$ cat src/rtl/disciplined_divider.sv
// Divides clk down to a 1 Hz pulse and a 0.5 Hz square wave, with a trimmable period and optional realignment to an external trig.
// Latency: one_hz is registered on the cycle cnt reloads 0; a trig edge takes SYNC_STAGES+1 edges to reach one_hz/err_valid.
// Backpressure: none. The block is free-running and its outputs are strobes or levels with no handshake.
module disciplined_divider #(
    parameter int BASE_FREQ   = 32768,
    parameter int TRIM_W      = 8,
    parameter int SYNC_STAGES = 2,
    parameter int HOLDOFF     = 1,
    localparam int CNT_W      = $clog2(BASE_FREQ + 2**(TRIM_W-1))
) (
    input  logic                    clk,
    input  logic                    rst,
    input  logic                    trig,
    input  logic                    trig_en,
    input  logic                    trim_load,
    input  logic [TRIM_W-1:0]       trim_val,
    output logic                    one_hz,
    output logic                    half_hz_50,
    output logic signed [CNT_W:0]   phase_err,
    output logic                    err_valid
);

    localparam logic [CNT_W:0]   BASE_L  = (CNT_W+1)'(BASE_FREQ);
    localparam logic [CNT_W-1:0] HOLD_L  = CNT_W'(HOLDOFF);
    localparam logic [CNT_W-1:0] CNT_ONE = CNT_W'(1);
    localparam logic [CNT_W:0]   EXT_ONE = (CNT_W+1)'(1);

    logic [SYNC_STAGES-1:0] sync_q, sync_d;
    // vld_q fills with ones after reset so the reset value of the chain is never mistaken for a sampled low
    logic [SYNC_STAGES:0]   vld_q, vld_d;
    logic                   hist_q, hist_d;
    logic [CNT_W-1:0]       cnt_q, cnt_d;
    logic [TRIM_W-1:0]      trim_pend_q, trim_pend_d;
    logic [TRIM_W-1:0]      trim_act_q, trim_act_d;
    logic                   one_hz_q, one_hz_d;
    logic                   half_q, half_d;
    logic [CNT_W:0]         phase_q, phase_d;
    logic                   err_valid_q, err_valid_d;

    logic [CNT_W:0]         trim_ext, period, period_m1, half_period, cnt_ext;
    logic                   trig_rise, disc, nat_wrap, load_zero;

    // Period arithmetic and edge detection for the current cycle
    always_comb begin
        trim_ext    = {{(CNT_W+1-TRIM_W){trim_act_q[TRIM_W-1]}}, trim_act_q};
        period      = BASE_L + trim_ext;
        period_m1   = period - EXT_ONE;
        half_period = period >> 1;
        cnt_ext     = {1'b0, cnt_q};
        trig_rise   = sync_q[SYNC_STAGES-1] & ~hist_q & vld_q[SYNC_STAGES];
        disc        = trig_en & trig_rise;
        nat_wrap    = (cnt_ext == period_m1);
        load_zero   = disc | nat_wrap;
    end

    // Next-state: counter, trim staging, pulse/square outputs and phase capture
    always_comb begin
        sync_d      = {sync_q[SYNC_STAGES-2:0], trig};
        vld_d       = {vld_q[SYNC_STAGES-1:0], 1'b1};
        hist_d      = sync_q[SYNC_STAGES-1];
        cnt_d       = load_zero ? '0 : cnt_q + CNT_ONE;
        trim_pend_d = trim_load ? trim_val : trim_pend_q;
        // trim only takes effect at a second boundary so a running second is never stretched or cut
        trim_act_d  = load_zero ? trim_pend_q : trim_act_q;
        // a realign very close to the last wrap would give a runt second, so it is silent
        one_hz_d    = nat_wrap | (disc & (cnt_q > HOLD_L));
        half_d      = half_q ^ one_hz_d;
        phase_d     = phase_q;
        if (disc) begin
            phase_d = (cnt_ext < half_period) ? cnt_ext : (cnt_ext - period);
        end
        err_valid_d = disc;
    end

    // State registers with asynchronous active-low clear
    always_ff @(posedge clk or negedge rst) begin
        if (!rst) begin
            sync_q      <= '0;
            vld_q       <= '0;
            hist_q      <= 1'b0;
            cnt_q       <= '0;
            trim_pend_q <= '0;
            trim_act_q  <= '0;
            one_hz_q    <= 1'b0;
            half_q      <= 1'b0;
            phase_q     <= '0;
            err_valid_q <= 1'b0;
        end else begin
            sync_q      <= sync_d;
            vld_q       <= vld_d;
            hist_q      <= hist_d;
            cnt_q       <= cnt_d;
            trim_pend_q <= trim_pend_d;
            trim_act_q  <= trim_act_d;
            one_hz_q    <= one_hz_d;
            half_q      <= half_d;
            phase_q     <= phase_d;
            err_valid_q <= err_valid_d;
        end
    end

    assign one_hz     = one_hz_q;
    assign half_hz_50 = half_q;
    assign phase_err  = phase_q;
    assign err_valid  = err_valid_q;

endmodule
$ cat config.mk
export PLATFORM = sky130hd
export DESIGN_NAME = disciplined_divider
export DESIGN_NICKNAME = d
export VERILOG_FILES = /design/src/rtl/disciplined_divider.sv
export SDC_FILE = /design/constraint.sdc
export NUM_CORES = 1
export LEC_CHECK = 0
export CAP_MARGIN = 30
export CORE_UTILIZATION = 35
export DETAILED_ROUTE_END_ITERATION = 12
export PLACE_DENSITY = 0.59
export SLEW_MARGIN = 20
export SYNTH_ARGS = -nofsm -noshare
export SYNTH_HDL_FRONTEND = slang
export SYNTH_SLANG_ARGS = --single-unit
$ cat constraint.sdc
create_clock -name clk -period 5.3 [get_ports clk]
set_clock_uncertainty 0.1 [all_clocks]
set_input_delay 1.59 -clock clk [delete_from_list [all_inputs] [get_ports clk]]
set_output_delay 1.59 -clock clk [all_outputs]
set_load 0.01 [all_outputs]
### Supply network

Pins as bars on the die edge. Tap cells in grey.
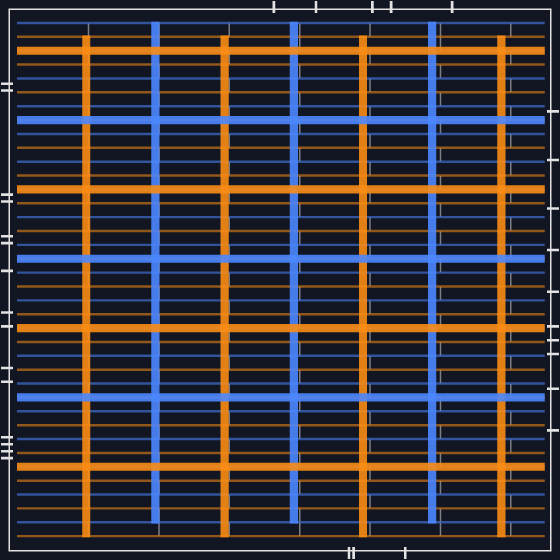
| colour | net |
|---|---|
| blue | VDD |
| orange | VSS |
tap cells: 136
rows: 37
met5 straps: 7
overall die width: 105.9 µm
Std-Cell Core Area: 10,420 µm²
die height: 105.9 µm
maximum vdd drop: 0.2239 mV

### Cell placement

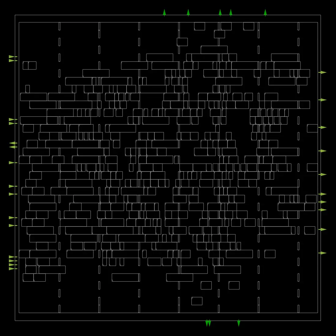
number of well-tap cells placed: 136
register share of the cell area: 33.03%
number of fillers in the final layout: 1,010
row cnt: 37

==> out/qor.log <==
INFO  clocking       clock.latency.late_pin=0.34ns
INFO  placed_design  placed_cells_incl_taps=548
INFO  critical_path  cp-end-kind=register
INFO  critical_path  req_time_crit_path=5.48ns
INFO  synthesis      top_area_share=38.41%
INFO  global_routing grt_use_met3=4.169%
INFO  layout         final_area=4394µm²
INFO  clocking       path_clk_slew=0.07ns
INFO  route          route.detailed.vias_per_inst=5.340
INFO  route          wl_met3=292µm
INFO  synthesis      ys_top_cells_by_count=dfrtp_1, nor2_1, ha_1, nand2_1, nand3_1
INFO  job            warnings=29
INFO  route          detail_route.first_pass.iterations=4
INFO  layout         antenna-diode-count=0
INFO  power          p_int=1.137mW
INFO  synthesis      synthesis.area_per_instance=9.566µm²
INFO  layout         seq_area=1451µm²
INFO  power          p_seq_share=34.1%
INFO  synthesis      post_synth_aoi_oai_area=13.74%
INFO  clocking       cts_max_level=3
INFO  synthesis      yosysSeqAreaShare=38.41%
INFO  placed_design  finalWeightedCongestion=0.8619
INFO  power          finalPower=1.914mW
INFO  outcome        result_of_the_run=finished, final reports clean
INFO  critical_path  cp_slowest_stage_delay=0.66ns
INFO  synthesis      synthTopCellsByArea=dfrtp_1, ha_1, xnor2_1
INFO  synthesis      netlist-cell-type-count=56
INFO  clocking       post_cts_hold_buffer_count=0
INFO  synthesis      logic_family=simple AND/OR/NAND/NOR gates
INFO  critical_path  critical-path-top-delay-family=simple AND/OR/NAND/NOR gates
INFO  clocking       clock_sinks=58
INFO  synthesis      mux_area_share=7.450%
INFO  layout         clock_tree_area_fraction=4.413%
INFO  sta            maxClockFrequency=0.2805GHz
INFO  route          detailedRoute.firstIterationViolations=153
INFO  route          drt_drc_violations_left=0
INFO  layout         combGateArea=2158µm²
INFO  clocking       cts_root_buf=clkbuf_8
INFO  power          pg_seq=0.653mW
INFO  global_routing grt_use_met1=22.99%
INFO  synthesis      ys_sh_adder=9.801%
INFO  route          route.layer.met1.wl=4.235mm
## cells by family after synthesis
group,after synthesis
fa+ha+maj,29
other cells,1
simple gates,133
flops,58
buf+inv,37
mux,25
compound gates,77
xor+xnor,35
## final timing paths
check	start	endpoint	slack, ns	cells past startpoint
worst max register to register	trim_act_q[7]	phase_err[11]	1.74	9
min in group asynchronous	rst	vld_q[0]	1.29	2
max in group asynchronous	rst	cnt_q[1]	3.34	2
worst min register to register	vld_q[0]	vld_q[1]	0.26	0
worst max-delay path	trim_act_q[7]	phase_err[11]	1.74	9
worst min-delay path	vld_q[0]	vld_q[1]	0.26	0
## state kept, by name (all words and copies together), names as in the netlist
name	flops
phase_err	17
vld_q	3
cnt_q	16
half_hz_50	1
trim_pend_q	8
one_hz	1
hist_q	1
err_valid	1
trim_act_q	8
sync_q	2
Power is estimated from default activity; no workload was simulated.
